==> config.mk <==
export PLATFORM = sky130hd
export DESIGN_NAME = agc_loop_flat
export DESIGN_NICKNAME = d
export VERILOG_FILES = /design/src/rtl/agc_loop_if.sv /design/src/rtl/agc_loop.sv /design/src/flat_wrapper.sv
export SDC_FILE = /design/constraint.sdc
export NUM_CORES = 1
export LEC_CHECK = 0
export ABC_AREA = 1
export CAP_MARGIN = 20
export CORE_MARGIN = 2
export CORE_UTILIZATION = 64
export CTS_BUF_LIST = sky130_fd_sc_hd__clkbuf_4
export DETAILED_ROUTE_END_ITERATION = 16
export PLACE_DENSITY = 0.84
export RECOVER_POWER = 25
export SYNTH_ARGS = -nofsm -noshare
export SYNTH_HDL_FRONTEND = slang
export SYNTH_SLANG_ARGS = --single-unit
==> constraint.sdc <==
create_clock -name clk -period 7.7 [get_ports clk]
set_clock_uncertainty 0.15 [all_clocks]
set_input_delay 1.54 -clock clk [delete_from_list [all_inputs] [get_ports clk]]
set_output_delay 1.54 -clock clk [all_outputs]
set_load 0.01 [all_outputs]
==> src/rtl/agc_loop_if.sv <==
// Sample stream from the ADC into the AGC: signed I/Q pair plus a valid strobe.
interface agc_loop_if #(
    parameter int D_WID = 10
);
    logic signed [D_WID-1:0] data_i_in;
    logic signed [D_WID-1:0] data_q_in;
    logic                    data_vld;

    modport master (output data_i_in, output data_q_in, output data_vld);
    modport slave  (input  data_i_in, input  data_q_in, input  data_vld);
endinterface

==> src/rtl/agc_loop.sv <==
// Closed-loop AGC: windowed I/Q power estimate in a log2 domain, a stepping
// threshold loop with dead band and lock detection, and the gain PWM.
module agc_loop #(
    parameter int D_WID    = 10,
    parameter int PWM_W    = 7,
    parameter int TH_INIT  = 64,
    parameter int LOCK_CNT = 4
) (
    input  logic             clk,
    input  logic             reset_n,
    agc_loop_if.slave        smp,
    input  logic             agc_en,
    input  logic [1:0]       pwr_est_prd,
    input  logic [7:0]       pwr_target,
    input  logic [3:0]       pwr_tol,
    input  logic [1:0]       pwm_step,
    input  logic             pwm_inv,
    input  logic             pwm_th_ena,
    input  logic [PWM_W-1:0] pwm_th_in,
    input  logic [PWM_W-1:0] pwm_max_val,
    output logic [7:0]       pwr_est_val,
    output logic             pwr_est_end,
    output logic             agc_fix,
    output logic [PWM_W-1:0] pwm_th_out,
    output logic             pwm_out
);
    localparam int P_W   = 2 * D_WID;
    localparam int ACC_W = 2 * D_WID + 12;
    localparam int TH_W  = PWM_W + 1;
    localparam logic [PWM_W-1:0] CNT_LAST = {{(PWM_W-1){1'b1}}, 1'b0};

    logic signed [D_WID-1:0] r_i, r_q;
    logic                    r_s0_vld;
    logic [P_W-1:0]          r_p;
    logic                    r_s1_vld;
    logic [ACC_W-1:0]        r_acc;
    logic [11:0]             r_smp_cnt;
    logic [1:0]              r_prd;
    logic [ACC_W-1:0]        r_avg;
    logic                    r_avg_vld;
    logic [7:0]              r_est_val;
    logic                    r_est_end;
    logic [PWM_W-1:0]        r_th;
    logic [3:0]              r_lock;
    logic                    r_fix;
    logic [PWM_W-1:0]        r_cnt;
    logic [PWM_W-1:0]        r_th_act;
    logic                    r_pwm;

    logic signed [P_W-1:0]   w_ii, w_qq;
    logic [P_W-1:0]          w_p;
    logic [1:0]              w_prd;
    logic [11:0]             w_win_max;
    logic [3:0]              w_shift;
    logic                    w_win_end;
    logic [ACC_W-1:0]        w_sum;
    logic [5:0]              w_k;
    logic [ACC_W+2:0]        w_scaled;
    logic [2:0]              w_m;
    logic [7:0]              w_est;
    logic [8:0]              w_hi_sum, w_lo_dif;
    logic [7:0]              w_hi, w_lo;
    logic [TH_W-1:0]         w_step, w_th_dn, w_th_up;
    logic [PWM_W-1:0]        w_th_dn_sat, w_th_up_sat, w_th_man;
    logic [3:0]              w_lock_nxt;

    // Squares cannot overflow: (-2^(D_WID-1))^2 * 2 = 2^(2*D_WID-1) fits P_W unsigned.
    assign w_ii  = r_i * r_i;
    assign w_qq  = r_q * r_q;
    assign w_p   = $unsigned(w_ii) + $unsigned(w_qq);
    assign w_sum = r_acc + ACC_W'(r_p);

    // Window length comes from the live input only on the first sample of a window.
    // NOTE: every signal driven in always_comb gets a value on every path, otherwise a latch is inferred.
    always_comb begin
        w_prd = (r_smp_cnt == '0) ? pwr_est_prd : r_prd;
        case (w_prd)
            2'd0:    w_win_max = 12'd63;
            2'd1:    w_win_max = 12'd255;
            2'd2:    w_win_max = 12'd1023;
            default: w_win_max = 12'd4095;
        endcase
        w_shift   = 4'd6 + {1'b0, w_prd, 1'b0};
        w_win_end = r_s1_vld && (r_smp_cnt == w_win_max);
    end

    // Log2 estimate: leading-one index k and the three bits below it.
    always_comb begin
        w_k = '0;
        for (int b = 0; b < ACC_W; b++) begin
            if (r_avg[b]) w_k = 6'(b);
        end
        w_scaled = {r_avg, 3'b000} >> w_k;
        w_m      = w_scaled[2:0];
        w_est    = (r_avg == '0) ? 8'd0 : {w_k[4:0], w_m};
    end

    // Dead band edges, step arithmetic and manual threshold limit.
    always_comb begin
        w_hi_sum    = {1'b0, pwr_target} + {5'b0, pwr_tol};
        w_lo_dif    = {1'b0, pwr_target} - {5'b0, pwr_tol};
        w_hi        = w_hi_sum[8] ? 8'hFF : w_hi_sum[7:0];
        w_lo        = w_lo_dif[8] ? 8'h00 : w_lo_dif[7:0];
        w_step      = TH_W'(1) << pwm_step;
        w_th_dn     = {1'b0, r_th} - w_step;
        w_th_up     = {1'b0, r_th} + w_step;
        w_th_dn_sat = w_th_dn[PWM_W] ? '0 : w_th_dn[PWM_W-1:0];
        w_th_up_sat = (w_th_up > {1'b0, pwm_max_val}) ? pwm_max_val : w_th_up[PWM_W-1:0];
        w_th_man    = (pwm_th_in > pwm_max_val) ? pwm_max_val : pwm_th_in;
        w_lock_nxt  = (r_lock >= 4'(LOCK_CNT)) ? r_lock : r_lock + 4'd1;
    end

    // Capture and square stages; a disabled loop drops anything in flight.
    // NOTE: sequential state uses non-blocking assignments so every flop samples pre-edge values.
    always_ff @(posedge clk or negedge reset_n) begin
        if (!reset_n) begin
            r_i      <= '0;
            r_q      <= '0;
            r_s0_vld <= 1'b0;
            r_p      <= '0;
            r_s1_vld <= 1'b0;
        end else begin
            r_i      <= smp.data_i_in;
            r_q      <= smp.data_q_in;
            r_s0_vld <= smp.data_vld & agc_en;
            r_p      <= w_p;
            r_s1_vld <= r_s0_vld & agc_en;
        end
    end

    // Accumulate valid samples; at window end hand the mean on and restart seamlessly.
    always_ff @(posedge clk or negedge reset_n) begin
        if (!reset_n) begin
            r_acc     <= '0;
            r_smp_cnt <= '0;
            r_prd     <= '0;
            r_avg     <= '0;
            r_avg_vld <= 1'b0;
        end else if (!agc_en) begin
            r_acc     <= '0;
            r_smp_cnt <= '0;
            r_avg_vld <= 1'b0;
        end else begin
            r_avg_vld <= 1'b0;
            if (r_s1_vld) begin
                if (r_smp_cnt == '0) r_prd <= pwr_est_prd;
                if (w_win_end) begin
                    r_acc     <= '0;
                    r_smp_cnt <= '0;
                    r_avg     <= w_sum >> w_shift;
                    r_avg_vld <= 1'b1;
                end else begin
                    r_acc     <= w_sum;
                    r_smp_cnt <= r_smp_cnt + 12'd1;
                end
            end
        end
    end

    // Publish the log estimate together with its one-cycle strobe.
    always_ff @(posedge clk or negedge reset_n) begin
        if (!reset_n) begin
            r_est_val <= '0;
            r_est_end <= 1'b0;
        end else begin
            r_est_end <= r_avg_vld & agc_en;
            if (r_avg_vld && agc_en) r_est_val <= w_est;
        end
    end

    // Threshold loop: manual override, hold when disabled, step on each estimate, clamp to ceiling.
    always_ff @(posedge clk or negedge reset_n) begin
        if (!reset_n) begin
            r_th   <= PWM_W'(TH_INIT);
            r_lock <= '0;
            r_fix  <= 1'b0;
        end else if (pwm_th_ena) begin
            r_th   <= w_th_man;
            r_lock <= '0;
            r_fix  <= 1'b0;
        end else if (!agc_en) begin
            r_lock <= '0;
            r_fix  <= 1'b0;
            if (r_th > pwm_max_val) r_th <= pwm_max_val;
        end else if (r_est_end) begin
            if (r_est_val > w_hi) begin
                r_th   <= w_th_dn_sat;
                r_lock <= '0;
                r_fix  <= 1'b0;
            end else if (r_est_val < w_lo) begin
                r_th   <= w_th_up_sat;
                r_lock <= '0;
                r_fix  <= 1'b0;
            end else begin
                r_lock <= w_lock_nxt;
                r_fix  <= (w_lock_nxt >= 4'(LOCK_CNT));
            end
        end else if (r_th > pwm_max_val) begin
            r_th <= pwm_max_val;
        end
    end

    // PWM: threshold is adopted only at the period boundary so each period is glitch-free.
    always_ff @(posedge clk or negedge reset_n) begin
        if (!reset_n) begin
            r_cnt    <= '0;
            r_th_act <= '0;
            r_pwm    <= 1'b0;
        end else begin
            r_pwm <= (r_cnt < r_th_act) ^ pwm_inv;
            r_cnt <= (r_cnt == CNT_LAST) ? '0 : r_cnt + 1'b1;
            if (r_cnt == '0) r_th_act <= r_th;
        end
    end

    assign pwr_est_val = r_est_val;
    assign pwr_est_end = r_est_end;
    assign agc_fix     = r_fix;
    assign pwm_th_out  = r_th;
    assign pwm_out     = r_pwm;
endmodule

==> src/flat_wrapper.sv <==
// flat-port wrapper written by rule: the top's interface ports become plain ports
module agc_loop_flat 
#(
    parameter int D_WID    = 10,
    parameter int PWM_W    = 7,
    parameter int TH_INIT  = 64,
    parameter int LOCK_CNT = 4
)
  (clk, reset_n, agc_en, pwr_est_prd, pwr_target, pwr_tol, pwm_step, pwm_inv, pwm_th_ena, pwm_th_in, pwm_max_val, pwr_est_val, pwr_est_end, agc_fix, pwm_th_out, pwm_out, smp_data_i_in, smp_data_q_in, smp_data_vld);
  agc_loop_if #(.D_WID(D_WID)) smp_i ();
  input  logic clk;
  input  logic reset_n;
  input  logic agc_en;
  input  logic [1:0] pwr_est_prd;
  input  logic [7:0] pwr_target;
  input  logic [3:0] pwr_tol;
  input  logic [1:0] pwm_step;
  input  logic pwm_inv;
  input  logic pwm_th_ena;
  input  logic [PWM_W-1:0] pwm_th_in;
  input  logic [PWM_W-1:0] pwm_max_val;
  output logic [7:0] pwr_est_val;
  output logic pwr_est_end;
  output logic agc_fix;
  output logic [PWM_W-1:0] pwm_th_out;
  output logic pwm_out;
  input wire logic [$bits(smp_i.data_i_in)-1:0] smp_data_i_in;
  input wire logic [$bits(smp_i.data_q_in)-1:0] smp_data_q_in;
  input wire logic [$bits(smp_i.data_vld)-1:0] smp_data_vld;
  assign smp_i.data_i_in = smp_data_i_in;
  assign smp_i.data_q_in = smp_data_q_in;
  assign smp_i.data_vld = smp_data_vld;
  agc_loop #(.D_WID(D_WID), .PWM_W(PWM_W), .TH_INIT(TH_INIT), .LOCK_CNT(LOCK_CNT)) u_core (.clk(clk), .reset_n(reset_n), .smp(smp_i), .agc_en(agc_en), .pwr_est_prd(pwr_est_prd), .pwr_target(pwr_target), .pwr_tol(pwr_tol), .pwm_step(pwm_step), .pwm_inv(pwm_inv), .pwm_th_ena(pwm_th_ena), .pwm_th_in(pwm_th_in), .pwm_max_val(pwm_max_val), .pwr_est_val(pwr_est_val), .pwr_est_end(pwr_est_end), .agc_fix(agc_fix), .pwm_th_out(pwm_th_out), .pwm_out(pwm_out));
endmodule
Figure 1. Met1 routing.
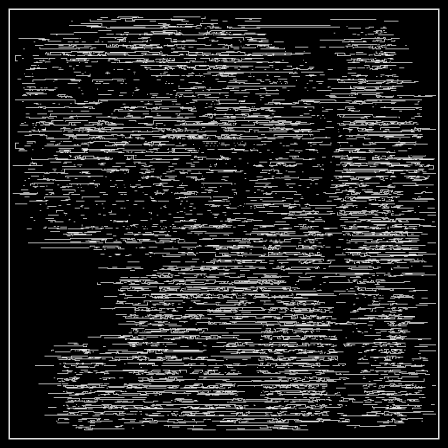
The longest straight run is 36.3 um. 2,418 nets have wire on it. The layer holds 41% of the routed length.

==> Slide: Implementation Results <==
Run Summary

STA
  • WHS: 304.1 ps
  • Setup WS post-layout: 720.9 ps
  • Slew HR: -234.7%
  • RSZ-0062 raised after global routing: false
  • Fmax: 143.3 MHz
  • Final hold violation count: 0
  • Worst slew pin tran: 5021 ps
  • Fin crit share: 90.64%
  • Setup TNS: 0 ps
  • Slew Viols, Final: 91
  • Setup violators final: 0

CTS
  • TritonCTS Buffers: 17
  • Clock buffer depth: 2
  • Post-CTS Setup Inserts: 0
  • Sink Count: 151
  • Post-CTS Hold Fix Bufs: 0
  • Htree depth: 4
  • Resized Gates After CTS: 0
  • CTS tree: built

Hold path
  • Hold_sp: u_core.r_s0_vld
  • Hold Crit Class: register to register

Critical path
  • Required time worst endpoint: 8030 ps
  • Buffer and inverter count on the worst path: 5
  • RR Startpoint: u_core.r_i[6]
  • WP data arrival: 7310 ps
  • Most frequent CP cell: fa_1
  • CP startpoint: u_core.r_i[6]
  • Slowest library cell on the worst path: dfrtp_1
  • Crit-path max FO: 12

Outcome
  • Run status: finished with violations
  • Failing checks: capacitance limit, slew limit

Floorplanning
  • CORE AREA: 26,730 um2
  • Die height: 168.1 um
  • Horiz. Die Dim: 168.1 um
  • IO Pins: 74
  • Floorplan utilization: 64.47%
  • FP Rows: 60

Power
  • Top pwr grp: combinational logic
  • Clock power frac: 7.4%
  • Clk pwr: 588 uW
  • Peak VDD IR: 0.8800 mV
  • Logic power comb: 6250 uW
  • Seq power: 1080 uW
  • Power share of the sequential group: 13.7%
  • Internal Pwr Total: 3873 uW
  • Pleak: 0.009842 uW
  • Switching Fraction: 51.13%

Placement
  • Gp weighted congestion: 0.9489
  • Pre-CTS setup slack: 794.5 ps
  • # port buffers: 73
  • Cell Area, Placed: 18,180 um2
  • DP Wirelength: 30,760 um

Global routing
  • Initial antenna violation count: 2
  • Vias in the first global route: 14,240

Logic synthesis
  • Yosys stat cell total: 2,128
  • Mapped Cells: 2,128
  • Synth async-reset ratio: 100.0%
  • Flip-flops with a built-in enable: 0
  • Ys flop type: dfrtp_1
  • YS warnings: 0
  • Post-synth regs: 151
  • Avg Inst Size Synth: 8.096 um2
  • Nets at Floorplan: 2,539

Route
  • Vias/cell: 5.599
  • Routed met1 length: 15,970 um
  • Final antenna-violating net count: 0
  • Drt initial violations: 1,006

Finish
  • Syn-to-layout area delta: 7.480%
  • Share of layout cells above drive strength 1: 3.481%
  • Most frequent logic cell in the layout: inv_1
  • Comb area: 11,390 um2
  • Fillers: 2,105
  • Reg area: 3780 um2
  • Nets: 2,581

Run
  • Max-cap viol count: 1
  • Tool warnings: 42
Figure 2. The metal 2 layer.
Scale bar: 50 um.
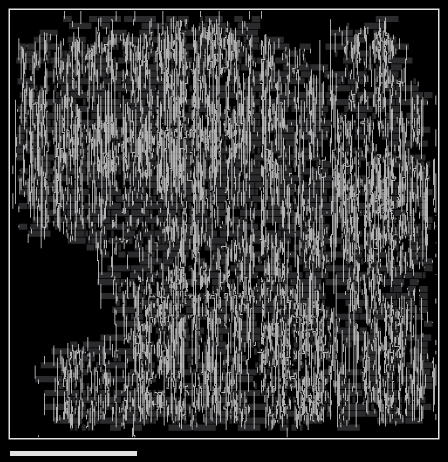
The longest straight run is 51.8 um. The wires run mostly vertical.
GR Layer Usage met2: 50.02%
via count: 14,140
final WL: 38,580 um

-- metrics by stage --
step | cells | power, uW | util [%]
after global placement | 2492 | 7066 | 68.04
after detailed placement | 2492 | 7367 | 68.04
after floorplan | 2128 | 6091 | -
after CTS | 2524 | 8002 | 69.30
after global routing | 2525 | 9011 | 69.28
final | 2526 | 7924 | 69.29
-- worst paths after layout --
kind	slack [ps]	endpoint	cells past startpoint
setup / recovery	720	u_core.r_p[19]	27
setup reg to reg	720	u_core.r_p[19]	27
max in group asynchronous	1990	u_core.r_i[9]	1
hold / removal	300	u_core.r_s1_vld	2
min in group asynchronous	2590	u_core.pwr_est_val[2]	1
hold reg to reg	300	u_core.r_s1_vld	2
-- cell usage after synthesis, drive strengths merged, types with 2 or more instances --
library cell	instances	share of area (%)
inv	482	11
nand2	421	9.4
fa	201	23
ha	154	11
dfrtp	150	22
nor2	126	2.8
o21ai	125	3.8
nand3	98	2.8
a21oi	90	2.7
xor2	48	2.4
clkbuf	42	0.92
xnor2	32	1.6
o22ai	23	0.84
o221ai	20	1.0
nor3	18	0.52
nand4	16	0.62
o211ai	14	0.64
a31oi	13	0.51
buf	13	0.50
a21o	6	0.26
o21bai	6	0.33
a211oi	4	0.17
o31ai	4	0.17
nor4	3	0.15
or2	3	0.11
clkinv	2	0.044
nand3b	2	0.087
nor3b	2	0.087
o21a	2	0.087
-- flip-flops by register name, indices dropped and copies added (netlist names) --
register / count
u_core.r_avg_vld: 1
u_core.pwm_out: 1
u_core.pwm_th_out: 7
u_core.r_avg: 26
u_core.r_smp_cnt: 12
u_core.r_s1_vld: 1
u_core.agc_fix: 1
u_core.pwr_est_val: 8
u_core.r_i: 10
u_core.r_p: 20
u_core.r_acc: 32
u_core.r_cnt: 7
u_core.r_lock: 4
u_core.r_th_act: 7
u_core.r_q: 10
u_core.pwr_est_end: 1
u_core.r_prd: 2
u_core.r_s0_vld: 1
-- cells by family after synthesis --
group | count (synthesis) | synth area share (%)
xor gates and xnor gates | 80 | 4.067
DFF | 151 | 21.94
buffers and inverters | 539 | 11.96
AOI/OAI and AO/OA | 314 | 10.89
adders and majority gates | 355 | 34.54
and+or+nand+nor | 689 | 16.61
-- cell type report --
class | count | area share, %
timing repair buffer | 78 | 4.115
multi-input combinational | 1438 | 61.52
antenna | 2 | 0.02703
clock inverter | 15 | 1.122
sequential | 151 | 20.41
tap | 341 | 2.304
inverter | 484 | 9.811
clock buffer | 17 | 0.6892
-- layer usage --
metal	track usage, %	vias to the layer above
li1	-	6714
met2	50.02	481
met5	0	-
met4	9.970	0
met3	3.902	94
met1	37.20	6853
-- worst register-to-register path, stage by stage (launching register included) --
cell and delay [ps]:
dfrtp_1 650, nand2_1 170, fa_1 510, inv_1 60, fa_1 490, inv_1 50
fa_1 480, inv_1 50, fa_1 480, fa_1 510, fa_1 490, inv_1 50
fa_1 480, inv_1 40, ha_1 340, nand2_1 60, o21ai_0 320, a21oi_1 150
o21bai_1 260, a21o_1 150, a21oi_1 90, o21ai_0 280, nand3_1 120, nand2_1 120
a21oi_1 70, nor2_1 80, nor2_1 50, xnor2_1 120
Power is estimated from default activity; no workload was simulated.
